[src/rtl/qsched_pkg.sv]
// qsched_pkg: shared state encoding, parameter defaults and index-width helper
// for quantum_scheduler and its round-robin picker.
package qsched_pkg;

  localparam int unsigned NPROC_DEF = 4;
  localparam int unsigned QW_DEF    = 16;

  typedef enum logic [2:0] {
    IDLE,
    RUN,
    DRAIN,
    SAVE,
    SELECT,
    LOAD
  } state_e;

  // Width of a slot index; never below 1 so ports stay legal for tiny configs
  function automatic int unsigned idx_w(input int unsigned n);
    return (n < 2) ? 1 : $clog2(n);
  endfunction

endpackage

[src/rtl/quantum_scheduler_rr_pick.sv]
// rr_pick: combinational round-robin search. Returns the first set bit of
// mask found at start, start+1, ... (modulo NPROC).
module rr_pick
  import qsched_pkg::*;
#(
  parameter int unsigned NPROC = NPROC_DEF
) (
  input  logic [NPROC-1:0]        mask,
  input  logic [idx_w(NPROC)-1:0] start,
  output logic [idx_w(NPROC)-1:0] grant,
  output logic                    any_valid
);

  localparam int unsigned IW = idx_w(NPROC);

  // Index arithmetic wraps naturally because NPROC is a power of two
  always_comb begin
    grant     = start;
    any_valid = 1'b0;
    for (int unsigned i = 0; i < NPROC; i++) begin
      if (!any_valid && mask[start + IW'(i)]) begin
        grant     = start + IW'(i);
        any_valid = 1'b1;
      end
    end
  end

endmodule

[src/rtl/quantum_scheduler.sv]
// quantum_scheduler: time-slice preemptive scheduler for NPROC process slots.
// Counts retired-instruction ticks, stalls fetch via switch_req/switch_ack,
// saves the running PC and loads the next valid slot's PC.
// Optional feature: define QSCHED_OS_RETURN_EN to reserve slot 0 for the OS
// (every switch away from a user slot returns to slot 0; from slot 0 the
// round-robin continues over the user slots after the last user run).
module quantum_scheduler
  import qsched_pkg::*;
#(
  parameter int unsigned NPROC = NPROC_DEF,
  parameter int unsigned QW    = QW_DEF
) (
  input  logic                    clock,
  input  logic                    reset,
  input  logic                    enable,
  input  logic                    tick,
  input  logic [QW-1:0]           quantum,
  input  logic [31:0]             cur_pc,
  input  logic                    proc_create,
  input  logic [idx_w(NPROC)-1:0] create_id,
  input  logic [31:0]             create_pc,
  input  logic                    proc_exit,
  output logic                    switch_req,
  input  logic                    switch_ack,
  output logic                    load_pc,
  output logic [31:0]             new_pc,
  output logic [idx_w(NPROC)-1:0] cur_proc,
  output logic                    idle
);

  localparam int unsigned IW = idx_w(NPROC);

  state_e           state_q, state_d;
  logic [QW-1:0]    cnt_q, cnt_d;
  logic [IW-1:0]    cur_proc_q, cur_proc_d;
  logic [31:0]      new_pc_q, new_pc_d;
  logic             switch_req_q, switch_req_d;
  logic             exit_q, exit_d;
  logic [NPROC-1:0] valid_q, valid_d;
  logic [31:0]      saved_pc_q [NPROC];
  logic [31:0]      saved_pc_d [NPROC];
`ifdef QSCHED_OS_RETURN_EN
  logic [IW-1:0]    last_user_q, last_user_d;
`endif

  logic             create_ok;
  logic [NPROC-1:0] valid_cr;
  logic [NPROC-1:0] cur_oh;
  logic             others;
  logic [QW-1:0]    cnt_inc;
  logic             expire;
  logic [NPROC-1:0] rr_mask;
  logic [IW-1:0]    rr_start;
  logic [IW-1:0]    rr_grant;
  logic             rr_any;
  logic [IW-1:0]    sel_idx;
  logic             sel_any;
  logic [31:0]      sel_pc;

  // Creation admission, saturating count, expiry and search inputs.
  // valid_cr includes a same-cycle creation so SELECT and the expiry check see it.
  always_comb begin
    create_ok = proc_create && !(state_q == RUN && create_id == cur_proc_q);
    valid_cr  = valid_q;
    if (create_ok) valid_cr[create_id] = 1'b1;
    cur_oh             = '0;
    cur_oh[cur_proc_q] = 1'b1;
    others  = |(valid_cr & ~cur_oh);
    cnt_inc = (cnt_q == '1) ? cnt_q : cnt_q + 1'b1;
    expire  = tick && enable && (quantum != '0) && (cnt_inc == quantum);
    rr_mask = valid_cr;
`ifdef QSCHED_OS_RETURN_EN
    rr_mask[0] = 1'b0;
    rr_start   = last_user_q + 1'b1;
`else
    rr_start   = cur_proc_q + 1'b1;
`endif
  end

  rr_pick #(.NPROC(NPROC)) u_rr_pick (
    .mask      (rr_mask),
    .start     (rr_start),
    .grant     (rr_grant),
    .any_valid (rr_any)
  );

  // Successor slot and its PC (a same-cycle creation supplies the PC directly)
  always_comb begin
`ifdef QSCHED_OS_RETURN_EN
    if (cur_proc_q != '0 && valid_cr[0]) begin
      sel_idx = '0;
      sel_any = 1'b1;
    end else begin
      sel_idx = rr_grant;
      sel_any = rr_any;
    end
`else
    sel_idx = rr_grant;
    sel_any = rr_any;
`endif
    sel_pc = (create_ok && create_id == sel_idx) ? create_pc : saved_pc_q[sel_idx];
  end

  // Next-state, slot table and handshake control
  always_comb begin
    state_d      = state_q;
    cnt_d        = cnt_q;
    cur_proc_d   = cur_proc_q;
    new_pc_d     = new_pc_q;
    switch_req_d = switch_req_q;
    exit_d       = exit_q;
    valid_d      = valid_cr;
    saved_pc_d   = saved_pc_q;
`ifdef QSCHED_OS_RETURN_EN
    last_user_d  = last_user_q;
`endif
    if (create_ok) saved_pc_d[create_id] = create_pc;

    case (state_q)
      IDLE: begin
        if (proc_create) begin
          state_d    = LOAD;
          cur_proc_d = create_id;
          new_pc_d   = create_pc;
`ifdef QSCHED_OS_RETURN_EN
          if (create_id != '0) last_user_d = create_id;
`endif
        end
      end
      RUN: begin
        if (proc_exit) begin
          valid_d[cur_proc_q] = 1'b0;
          exit_d              = 1'b1;
          switch_req_d        = 1'b1;
          state_d             = DRAIN;
        end else if (tick) begin
          if (expire) begin
            if (others) begin
              exit_d       = 1'b0;
              switch_req_d = 1'b1;
              state_d      = DRAIN;
            end else begin
              cnt_d = '0;
            end
          end else begin
            cnt_d = cnt_inc;
          end
        end
      end
      DRAIN: begin
        if (switch_ack) state_d = exit_q ? SELECT : SAVE;
      end
      SAVE: begin
        saved_pc_d[cur_proc_q] = cur_pc;
        state_d                = SELECT;
      end
      SELECT: begin
        if (sel_any) begin
          cur_proc_d = sel_idx;
          new_pc_d   = sel_pc;
          state_d    = LOAD;
`ifdef QSCHED_OS_RETURN_EN
          if (sel_idx != '0) last_user_d = sel_idx;
`endif
        end else begin
          switch_req_d = 1'b0;
          state_d      = IDLE;
        end
      end
      LOAD: begin
        switch_req_d = 1'b0;
        cnt_d        = '0;
        state_d      = RUN;
      end
      default: state_d = IDLE;
    endcase
  end

  // State registers with asynchronous active-low clear
  always_ff @(posedge clock or negedge reset) begin
    if (!reset) begin
      state_q      <= IDLE;
      cnt_q        <= '0;
      cur_proc_q   <= '0;
      new_pc_q     <= '0;
      switch_req_q <= 1'b0;
      exit_q       <= 1'b0;
      valid_q      <= '0;
      for (int unsigned i = 0; i < NPROC; i++) saved_pc_q[i] <= '0;
`ifdef QSCHED_OS_RETURN_EN
      last_user_q  <= '0;
`endif
    end else begin
      state_q      <= state_d;
      cnt_q        <= cnt_d;
      cur_proc_q   <= cur_proc_d;
      new_pc_q     <= new_pc_d;
      switch_req_q <= switch_req_d;
      exit_q       <= exit_d;
      valid_q      <= valid_d;
      saved_pc_q   <= saved_pc_d;
`ifdef QSCHED_OS_RETURN_EN
      last_user_q  <= last_user_d;
`endif
    end
  end

  assign switch_req = switch_req_q;
  assign load_pc    = (state_q == LOAD);
  assign new_pc     = new_pc_q;
  assign cur_proc   = cur_proc_q;
  assign idle       = (state_q == IDLE);

endmodule

[config.mk]
export PLATFORM = sky130hd
export DESIGN_NAME = quantum_scheduler
export DESIGN_NICKNAME = d
export VERILOG_FILES = /design/src/rtl/qsched_pkg.sv /design/src/rtl/quantum_scheduler_rr_pick.sv /design/src/rtl/quantum_scheduler.sv
export SDC_FILE = /design/constraint.sdc
export NUM_CORES = 1
export LEC_CHECK = 0
export ABC_AREA = 1
export CAP_MARGIN = 30
export CORE_MARGIN = 3
export CORE_UTILIZATION = 50
export CTS_CLUSTER_DIAMETER = 200
export DETAILED_ROUTE_END_ITERATION = 10
export GPL_TIMING_DRIVEN = 0
export PLACE_DENSITY = 0.72
export SLEW_MARGIN = 40
export SYNTH_ARGS = -nofsm -noshare
export SYNTH_HDL_FRONTEND = slang
export SYNTH_HIERARCHICAL = 1
export SYNTH_SLANG_ARGS = --single-unit
[constraint.sdc]
create_clock -name clock -period 3.8 [get_ports clock]
set_input_delay 0.38 -clock clock [delete_from_list [all_inputs] [get_ports clock]]
set_output_delay 0.38 -clock clock [all_outputs]
set_load 0.03 [all_outputs]
==> results.sh, run 1 <==
# physical design summary
export IMPL_place_inst=1982
export IMPL_cts_htree_levels=4
export IMPL_fp_nets=1668
export IMPL_placed_area_um2=12860
export IMPL_clock_sinks=187
export IMPL_syn_inst=1574
export IMPL_hold_path_class="input port to asynchronous set/reset pin"
export IMPL_maxSlewViolCount=0
export IMPL_seq_area_um2=4679
export IMPL_power_density_nw_per_um2=945.0
export IMPL_yosys_warnings=6
export IMPL_drtAntennaViolNets=0
export IMPL_grt_total_usage=0.2942
export IMPL_setup_viol=0
export IMPL_worst_setup_path_start_kind="input port"
export IMPL_status="finished clean"
export IMPL_end_kind="flop"
export IMPL_first_pass_iters=6
export IMPL_via_count=11410
export IMPL_fill_cells=1990
export IMPL_syn_area_um2=11180
export IMPL_place_detailed_hpwl_mm=24.11
export IMPL_nets=1818
export IMPL_io_pin_count=126
export IMPL_comb_area_um2=5225
export IMPL_grt_pass1_wl_mm=57.10
export IMPL_drc=0
export IMPL_mostFrequentLayoutCells="nand2_1 (369), inv_1 (238), o21ai_0 (197)"
export IMPL_rr_startpoint="state_q[1]$_DFFE_PN0P_"
export IMPL_dieArea_um2=24190
export IMPL_area_leaders="dfrtp_1 (42%), nand2_1 (12%), o211ai_1 (8.9%)"
export IMPL_syn_avg_cell_area_um2=7.104
export IMPL_clkTransAtPathRegs_ns=0.07
export IMPL_clock_root_buffer="clkbuf_16"
export IMPL_cts_made_buffers=17
export IMPL_gp_congestion=0.9065
export IMPL_synth_largest_area_cell="dfrtp_1"
export IMPL_fp_util=0.5108
export IMPL_critical_path_class="input port to flop"
export IMPL_grt_max_degree=64
export IMPL_drive_gt1_frac=0.06275
export IMPL_wl_per_cell_um=17.55
export IMPL_core_area_um2=21890
export IMPL_tightest_slew_ns=0.7367
export IMPL_critPathMaxFanout=10
export IMPL_fin_cells=2017
## run 1: path summary, 6_finish.rpt
check                                            to  slack (ns)  cells after the start
max                          new_pc[18]$_DFFE_PN0P_        0.35                     21
min                           cnt_q[14]$_DFFE_PN0P_        0.39                      2
max reg2reg                  new_pc[18]$_DFFE_PN0P_        0.36                     22
min reg2reg                  switch_req$_DFFE_PN0P_        0.47                      2
max in group asynchronous  saved_pc_q[52]$_DFF_PN0_        2.51                      4
min in group clock           switch_req$_DFFE_PN0P_        0.47                      2
## run 1: state kept, by name (all words and copies together) (netlist names)
signal / count
switch_req: 1
state_q: 3
exit_q: 1
saved_pc_q: 128
valid_q: 4
cnt_q: 16
new_pc: 32
cur_proc: 2
## run 1: where the power goes
part / internal (W) / total [W] / switching (W)
combinational: 0.00261 / 0.00754 / 0.00493
sequential: 0.00291 / 0.00344 / 0.000525
clock: 0.000949 / 0.00182 / 0.000872
total: 0.00647 / 0.0128 / 0.00632
## run 1: through the flow
stage | setup TNS (ns) | utilization | power [W] | setup slack [ns] | hold slack, ns
after floorplan | 0 | - | 0.008352 | 0.7742 | 0.08441
after global placement | -1120.34 | 0.5840 | 0.01059 | -5.904 | 0.4604
after detailed placement | -20.62 | 0.5876 | 0.01073 | -0.7170 | 0.2698
after CTS | 0 | 0.6167 | 0.01262 | 0.01627 | 0.3979
after global routing | 0 | 0.6184 | 0.01384 | 0.003928 | 0.4092
final | 0 | 0.6184 | 0.01279 | 0.3472 | 0.3948
## run 1: area by class of cell
| cell class | instances | area share |
|---|---|---|
| tap | 280 | 0.02588 |
| timing repair buffer | 131 | 0.1002 |
| clock inverter | 14 | 0.01165 |
| sequential | 187 | 0.3457 |
| inverter | 244 | 0.06765 |
| multi-input combinational | 1051 | 0.3860 |
| buffer | 92 | 0.03059 |
| clock buffer | 18 | 0.03244 |
## run 1: timing repair
item | CTS | global route
resized | 11 | 40
setup buffers | 1 | 1
hold buffers | 1 | 0
setup endpoints to repair | 30 | 34
endpoints found under the hold margin | 32 | 0
pin swaps | 1 | 2
## run 1: cells by family after synthesis
group	after synthesis	synth area share
and+or+nand+nor	628	0.2307
AOI/OAI and AO/OA	406	0.2201
buffers and inverters	336	0.1157
DFF	187	0.4185
xor gates and xnor gates	12	0.009399
adders and majority gates	5	0.005595
## run 1: metal layers
| layer | vias up | track usage | part of all wire |
|---|---|---|---|
| li1 | 5442 | - | - |
| met1 | 5368 | 0.4206 | 0.43 |
| met2 | 540 | 0.4515 | 0.46 |
| met3 | 64 | 0.06075 | 0.091 |
| met4 | 0 | 0.09462 | 0.022 |
| met5 | - | 0 | 0 |
## run 1: critical path: stages
cell and delay, ns:
clkdlybuf4s50_1 0.68, xnor2_1 0.16, nand3_1 0.11, and2_1 0.20, nand3_1 0.10, nand2_1 0.14
inv_1 0.08, nand2_1 0.05, nand2_1 0.09, nor2_1 0.05, a21oi_1 0.16, inv_1 0.09
nand3_2 0.09, nand2_1 0.05, o21ai_1 0.15, clkbuf_2 0.31, clkbuf_2 0.33, o21ai_0 0.14
o22ai_1 0.19, nand2_1 0.11, a31oi_1 0.14
### Signal wires by layer, run 1

Two of the layers only.
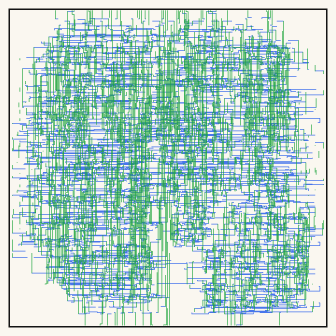
| colour | layer | wire length |
|---|---|---|
| blue | M1 | 15,100 um |
| green | M2 | 16,300 um |

### A small window of the routed layout, run 1

Region (19, 97) to (59, 137) um. Cells in grey, sequential cells in the stronger grey; small squares are vias.
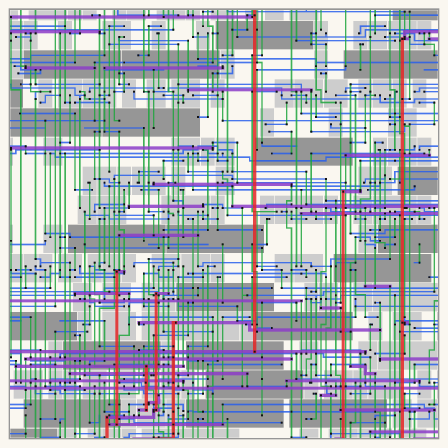
| colour | layer |
|---|---|
| green | M2 |
| purple | M3 |
| blue | M1 |
| red | M4 |
cells with their middle in the window: 130
netlist names of flops here include: `saved_pc_q` (20)
sequential cells in the window: 20
most frequent: o21ai_0 (28), nand2_1 (23), dfrtp_1 (20)

### Where the registers sit, run 1

Bar = 50 um. Other sequential cells in the stronger grey, the rest of the logic in the fainter grey.
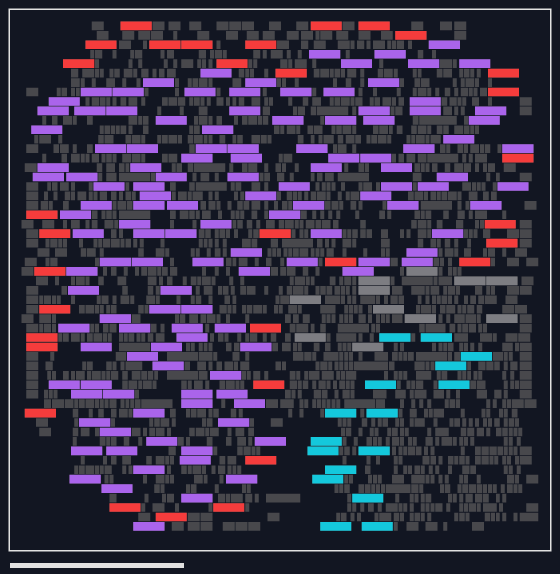
| colour | netlist name | sequential cells |
|---|---|---|
| purple | `saved_pc_q` | 128 |
| red | `new_pc` | 32 |
| cyan | `cnt_q` | 16 |
not coloured: 11

==> run 2, diff against run 1 <==
--- a/config.mk
+++ b/config.mk
@@ -5,14 +5,13 @@
 export SDC_FILE = /design/constraint.sdc
 export NUM_CORES = 1
 export LEC_CHECK = 0
-export ABC_AREA = 1
 export CAP_MARGIN = 30
 export CORE_MARGIN = 3
 export CORE_UTILIZATION = 50
 export CTS_CLUSTER_DIAMETER = 200
 export DETAILED_ROUTE_END_ITERATION = 10
 export GPL_TIMING_DRIVEN = 0
-export PLACE_DENSITY = 0.72
+export PLACE_DENSITY = 0.73
 export SLEW_MARGIN = 40
 export SYNTH_ARGS = -nofsm -noshare
 export SYNTH_HDL_FRONTEND = slang
### A small window of the routed layout, run 2

Region (18, 94) to (58, 134) um. Cells in grey, sequential cells in the stronger grey; small squares are vias.
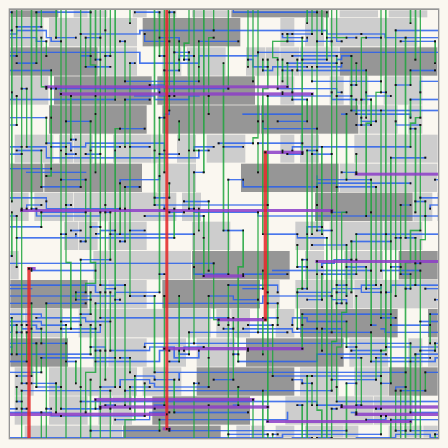
| colour | layer |
|---|---|
| green | M2 |
| red | M4 |
| purple | M3 |
| blue | M1 |
netlist names of flops here include: `saved_pc_q` (19), `new_pc` (1)
sequential cells in the window: 20
cells with their middle in the window: 100
most frequent: mux2i_1 (26), a21oi_1 (21), dfrtp_1 (20)

### Signal wires by layer, run 2

Two of the layers only.
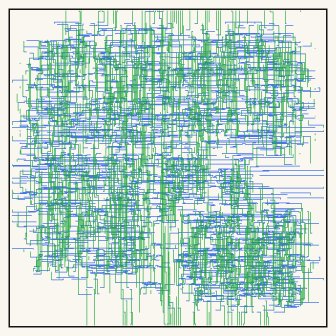
| colour | layer | wire length |
|---|---|---|
| green | M2 | 15,000 um |
| blue | M1 | 13,500 um |

==> run 2 against run 1 <==
Net effect:
- utilization up 1.9 points
- via count decreased by 21%
- sequential cell count stayed put
- count of clock-buffer cells in the layout grew 3
- clock power grew 3%
- sequential power grew 4%
- critical path depth down 10
- design area shrank 2.9%
- area after synthesis down 4.4%
- largest power group unchanged
- highest routed layer unchanged
==> results.sh, run 2 <==
# physical design summary
export IMPL_crit_chain="ha_1, buf_4, nand3_2, nor4_4, buf_4, o21a_1, or4b_1, or4_4, nor4_4, a21oi_2, a221oi_1"
export IMPL_syn_avg_cell_area_um2=9.902
export IMPL_cp_required_ns=4.13
export IMPL_clkTransAtPathRegs_ns=0.08
export IMPL_drtAntennaViolNets=0
export IMPL_via_count=9046
export IMPL_cts_made_buffers=17
export IMPL_fp_nets=1174
export IMPL_tightest_slew_ns=0.8928
export IMPL_finalSetupTns_ns=0
export IMPL_clock_latency_ns=0.44
export IMPL_place_port_buffers=125
export IMPL_area_leaders="dfrtp_1 (44%), mux2i_1 (15%), mux4_2 (6.7%)"
export IMPL_hold_path_class="input port to asynchronous set/reset pin"
export IMPL_syn_area_um2=10690
export IMPL_rows=52
export IMPL_io_pin_count=126
export IMPL_status="finished clean"
export IMPL_clock_sinks=187
export IMPL_critPathMaxFanout=9
export IMPL_setup_viol=0
export IMPL_top_cell_area_share=0.4376
export IMPL_maxSlewViolCount=0
export IMPL_clock_root_buffer="clkbuf_16"
export IMPL_power_density_nw_per_um2=859.8
export IMPL_nets=1321
export IMPL_dieArea_um2=23180
export IMPL_fp_util=0.5185
export IMPL_cts_htree_levels=4
export IMPL_lay_top_count="dfrtp_1"
export IMPL_period_minus_slack_ns=3.702
export IMPL_largest_register_ffs=128
export IMPL_first_pass_iters=5
export IMPL_grt_overflow_total=0
export IMPL_place_detailed_hpwl_mm=20.65
export IMPL_end_kind="flop"
export IMPL_power_total_w=0.01130
export IMPL_core_area_um2=20620
export IMPL_grt_max_degree=72
export IMPL_drc=0
export IMPL_grt_pass1_wl_mm=49.31
export IMPL_critical_path_class="flop to flop"
export IMPL_mostFrequentLayoutCells="dfrtp_1 (186), mux2i_1 (163), nor2_1 (146)"
export IMPL_skew_ns=0.01671
export IMPL_syn_inst=1080
export IMPL_synth_largest_area_cell="dfrtp_1"
export IMPL_yosys_warnings=6
export IMPL_worstPathArrival_ns=4.03
export IMPL_wl_per_cell_um=20.28
export IMPL_regMostFlops="saved_pc_q"
export IMPL_grt_total_usage=0.2628
export IMPL_crit_slowest_cell="or4_4"
export IMPL_worst_setup_path_start_kind="flop"
export IMPL_drive_gt1_frac=0.1016
export IMPL_gp_congestion=0.9417
## run 2: cell count changes after synthesis, sizes merged, moves of 129 or more
cell and delta:
mux2i +165, o211ai -129, a21oi +138, o21ai -143, nand2 -331, inv -217
## run 2: area by class of cell
type	count	area (um2)	share of cell area
multi-input combinational	787	5664	0.4311
sequential	187	4681	0.3563
timing repair buffer	132	1351	0.1028
clock buffer	21	470.5	0.03581
buffer	75	384.1	0.02924
tap	270	337.8	0.02571
clock inverter	11	148.9	0.01133
inverter	27	101.3	0.007714
## run 2: routing by layer
metal | vias to the layer above | part of all wire | track usage
met5 | - | 0 | 0
met4 | 0 | 0.015 | 0.08048
met3 | 38 | 0.054 | 0.03806
met2 | 304 | 0.49 | 0.4304
met1 | 4465 | 0.44 | 0.3658
li1 | 4239 | - | -
## run 2: final timing paths
| path | startpoint | endpoint | slack (ns) | cells after the start |
|---|---|---|---|---|
| worst max-delay path | cnt_q[0]$_DFFE_PN0P_ | cnt_q[2]$_DFFE_PN0P_ | 0.1 | 11 |
| worst min-delay path | reset | cnt_q[13]$_DFFE_PN0P_ | 0.44 | 2 |
| worst max register to register | cnt_q[0]$_DFFE_PN0P_ | cnt_q[2]$_DFFE_PN0P_ | 0.1 | 11 |
| worst min register to register | new_pc[7]$_DFFE_PN0P_ | new_pc[7]$_DFFE_PN0P_ | 0.48 | 2 |
| max in group asynchronous | reset | saved_pc_q[22]$_DFF_PN0_ | 2.66 | 3 |
| min in group clock | new_pc[7]$_DFFE_PN0P_ | new_pc[7]$_DFFE_PN0P_ | 0.48 | 2 |
## run 2: logic make-up (layout without fill, tap and decap cells)
kind of cell | count (synthesis) | after routing | share of synthesized area
buf+inv | 106 | 266 | 0.03931
flops | 187 | 187 | 0.4376
mux | 197 | 197 | 0.2218
fa+ha+maj | 5 | 5 | 0.005850
simple gates | 316 | 316 | 0.1452
compound gates | 255 | 255 | 0.1388
xor+xnor | 14 | 14 | 0.01147
## run 2: power by group
| group | switching, W | total (W) | internal (W) | leakage, nW |
|---|---|---|---|---|
| combinational | 0.00311 | 0.00584 | 0.00273 | 3.09 |
| clock | 0.000827 | 0.00187 | 0.00105 | 0.304 |
| sequential | 0.000611 | 0.00359 | 0.00298 | 2.18 |
## run 2: what timing repair did
| action | 4_1_cts | 5_1_grt |
|---|---|---|
| endpoints found under the setup margin | 51 | 49 |
| pin swaps | 2 | 1 |
| hold buffers | 1 | 0 |
| setup buffers | 2 | 2 |
| endpoints found under the hold margin | 47 | 0 |
| gates resized | 29 | 8 |
## run 2: metrics by stage
step	hold slack [ns]	instances	setup WS [ns]	utilization
after global routing	0.4714	1510	0.005814	0.6370
after floorplan	0.08441	1080	0.1253	-
final	0.4394	1510	0.09777	0.6370
after CTS	0.4483	1512	0.04246	0.6363
after global placement	0.4611	1475	-5.747	0.5962
after detailed placement	0.3201	1477	-0.8399	0.5991
## run 2: critical path: cells and delay by family (launching register included)
kind                       cells  cell delay, ns
buffers and inverters          2            0.33
adders and majority gates      1            0.22
and+or+nand+nor                5            1.86
DFF                            1            0.48
AOI/OAI and AO/OA              3            0.71
==> run 3, diff against run 2 <==
--- a/config.mk
+++ b/config.mk
@@ -11,7 +11,7 @@
 export CTS_CLUSTER_DIAMETER = 200
 export DETAILED_ROUTE_END_ITERATION = 10
 export GPL_TIMING_DRIVEN = 0
-export PLACE_DENSITY = 0.73
+export PLACE_DENSITY_LB_ADDON = 0.1
 export SLEW_MARGIN = 40
 export SYNTH_ARGS = -nofsm -noshare
 export SYNTH_HDL_FRONTEND = slang
### Signal wires by layer, run 3

Two of the layers only.
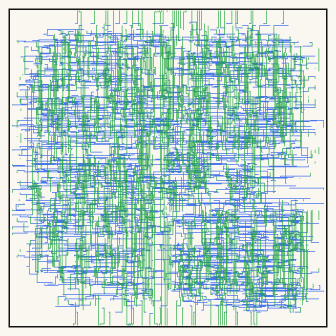
| colour | layer | wire length |
|---|---|---|
| blue | M1 | 14,300 um |
| green | M2 | 14,800 um |

### Wires at chosen ports, followed through buffers, run 3

Bar = 50 um.
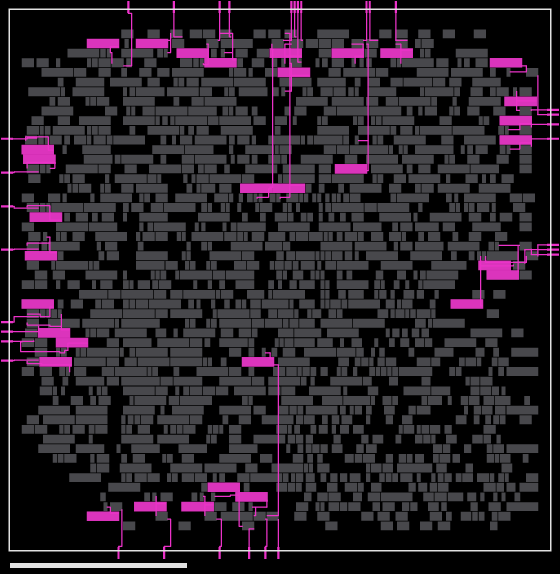
| colour | port | bits | direction | edge | end cells | buffers | wire |
|---|---|---|---|---|---|---|---|
| magenta | `new_pc` | 32 | output | 11 top, 8 left, 7 right, 6 bottom | 32 | 32 | 831 um |

==> run 3 against run 2 <==
Net effect:
- maximum frequency rose by 0.93%
- area after synthesis stayed put
- global-route usage increased by 0.16 points
- register-to-register slack better by 0.03 ns
- cell count rose by 0.26%
- critical path type unchanged
- largest cell class unchanged
==> results.sh, run 3 <==
# physical design summary
export IMPL_status="finished clean"
export IMPL_regMostFlops="saved_pc_q"
export IMPL_met3_length_mm=1.486
export IMPL_place_port_buffers=125
export IMPL_worst_setup_path_start_kind="flop"
export IMPL_fill_cells=1767
export IMPL_rr_endpoint="cnt_q[4]$_DFFE_PN0P_"
export IMPL_area_leaders="dfrtp_1 (44%), mux2i_1 (15%), mux4_2 (6.7%)"
export IMPL_top_cell_area_share=0.4376
export IMPL_drive_gt1_frac=0.1110
export IMPL_top_layer_used="met4"
export IMPL_placed_area_um2=12370
export IMPL_worstPathArrival_ns=4.04
export IMPL_clkTransAtPathRegs_ns=0.08
export IMPL_place_detailed_hpwl_mm=20.67
export IMPL_comb_area_um2=5683
export IMPL_period_minus_slack_ns=3.668
export IMPL_post_place_ws_ns=-0.7575
export IMPL_syn_avg_cell_area_um2=9.902
export IMPL_synthTopLogicFamily="multiplexers"
export IMPL_skew_ns=0.01371
export IMPL_simple_gate_area_frac=0.1452
export IMPL_met1Wirelength_mm=14.33
export IMPL_layout_setup_ws_ns=0.1319
export IMPL_seq_area_um2=4681
export IMPL_first_pass_iters=4
export IMPL_clock_root_buffer="clkbuf_16"
export IMPL_wl_met2_mm=14.81
export IMPL_ys_sh_xor=0.01147
export IMPL_lay_top_count="dfrtp_1"
export IMPL_largest_register_ffs=128
export IMPL_syn_area_um2=10690
export IMPL_gp_congestion=0.9384
export IMPL_grt_max_degree=74
export IMPL_yosys_warnings=6
export IMPL_dieArea_um2=23180
export IMPL_critPathMaxFanout=10
export IMPL_adder_share=0.005850
export IMPL_finalSetupTns_ns=0
export IMPL_pwr_share_comb=0.513
export IMPL_ys_sh_aoi=0.1388
export IMPL_wl_per_cell_um=20.57
export IMPL_nets=1324
export IMPL_tightest_slew_ns=0.8325
export IMPL_grt_pass1_wl_mm=49.44
export IMPL_fp_nets=1174
export IMPL_fp_util=0.5185
export IMPL_drtAntennaViolNets=0
export IMPL_p_sw_w=0.004573
export IMPL_rr_startpoint="cnt_q[0]$_DFFE_PN0P_"
export IMPL_setup_viol=0
export IMPL_rows=52
run 3: worst max-delay path by stage:
stage | start | endpoint | slack [ns] | depth (start not counted)
2_1_floorplan | state_q[1]$_DFFE_PN0P_ | new_pc[26]$_DFFE_PN0P_ | 0.13 | 14
3_3_place_gp | reset | new_pc[19]$_DFFE_PN0P_ | -5.84 | 1
3_5_place_dp | proc_create | new_pc[17]$_DFFE_PN0P_ | -0.76 | 14
4_1_cts | cnt_q[0]$_DFFE_PN0P_ | cnt_q[0]$_DFFE_PN0P_ | 0.007 | 13
5_1_grt | state_q[1]$_DFFE_PN0P_ | new_pc[14]$_DFFE_PN0P_ | -0.03 | 14
6_report | cnt_q[0]$_DFFE_PN0P_ | cnt_q[4]$_DFFE_PN0P_ | 0.13 | 12
run 3: per-layer routing:
layer,vias to the layer above,track usage
li1,4242,-
met4,0,0.07663
met3,40,0.03777
met1,4513,0.3787
met2,273,0.4227
met5,-,0
run 3: metrics by stage:
step	util	std cells	hold WS (ns)	total power [W]
2_1_floorplan	-	1080	0.08441	0.007529
3_3_place_gp	0.5962	1475	0.4631	0.009076
3_5_place_dp	0.5998	1478	0.3340	0.009196
4_1_cts	0.6374	1513	0.4611	0.01134
5_1_grt	0.6412	1514	0.4846	0.01216
6_report	0.6412	1514	0.4477	0.01143
run 3: kinds of logic (layout without fill, tap and decap cells):
kind of cell	after synthesis	in the layout
AND-OR/OR-AND	255	255
XOR/XNOR	14	14
adder cells (fa/ha/maj)	5	5
buffers and inverters	106	269
flip-flops	187	187
multiplexers	197	197
other	0	1
AND/OR/NAND/NOR	316	316
run 3: final cells by class:
class | count | share of cell area
diodes | 1 | 0.0001892
plain buffers | 77 | 0.03028
clock buffers | 18 | 0.03245
clock inverters | 14 | 0.01713
inverters | 27 | 0.007664
multi-input cells | 787 | 0.4297
flip-flops and latches | 187 | 0.3540
well taps | 270 | 0.02555
repair buffers | 133 | 0.1030
run 3: critical path: stages (launching register included):
cell,delay [ns]
dfrtp_2,0.47
ha_1,0.21
buf_4,0.16
nand3_2,0.23
nor4_4,0.07
buf_4,0.18
o21a_1,0.19
or4b_1,0.57
or4_4,0.59
nor4_4,0.39
a21oi_2,0.19
buf_6,0.20
a2bb2oi_2,0.13
run 3: power by group through the flow:
stage | combinational [W] | clock, W | sequential [W]
3_5_place_dp | 0.00564 | 0 | 0.00355
6_report | 0.00587 | 0.00201 | 0.00355
5_1_grt | 0.00640 | 0.00210 | 0.00367
4_1_cts | 0.00579 | 0.00202 | 0.00353
3_3_place_gp | 0.00554 | 0 | 0.00353
2_1_floorplan | 0.00378 | 0 | 0.00375
run 3: repair_timing:
action                                 4_1_cts  5_1_grt
setup endpoints to repair                   53       51
endpoints found under the hold margin       50        0
pin swaps                                    2        1
buffers inserted                             2        2
gates resized                               24       20
hold buffers                                 1        0
Power is estimated from default activity; no workload was simulated.
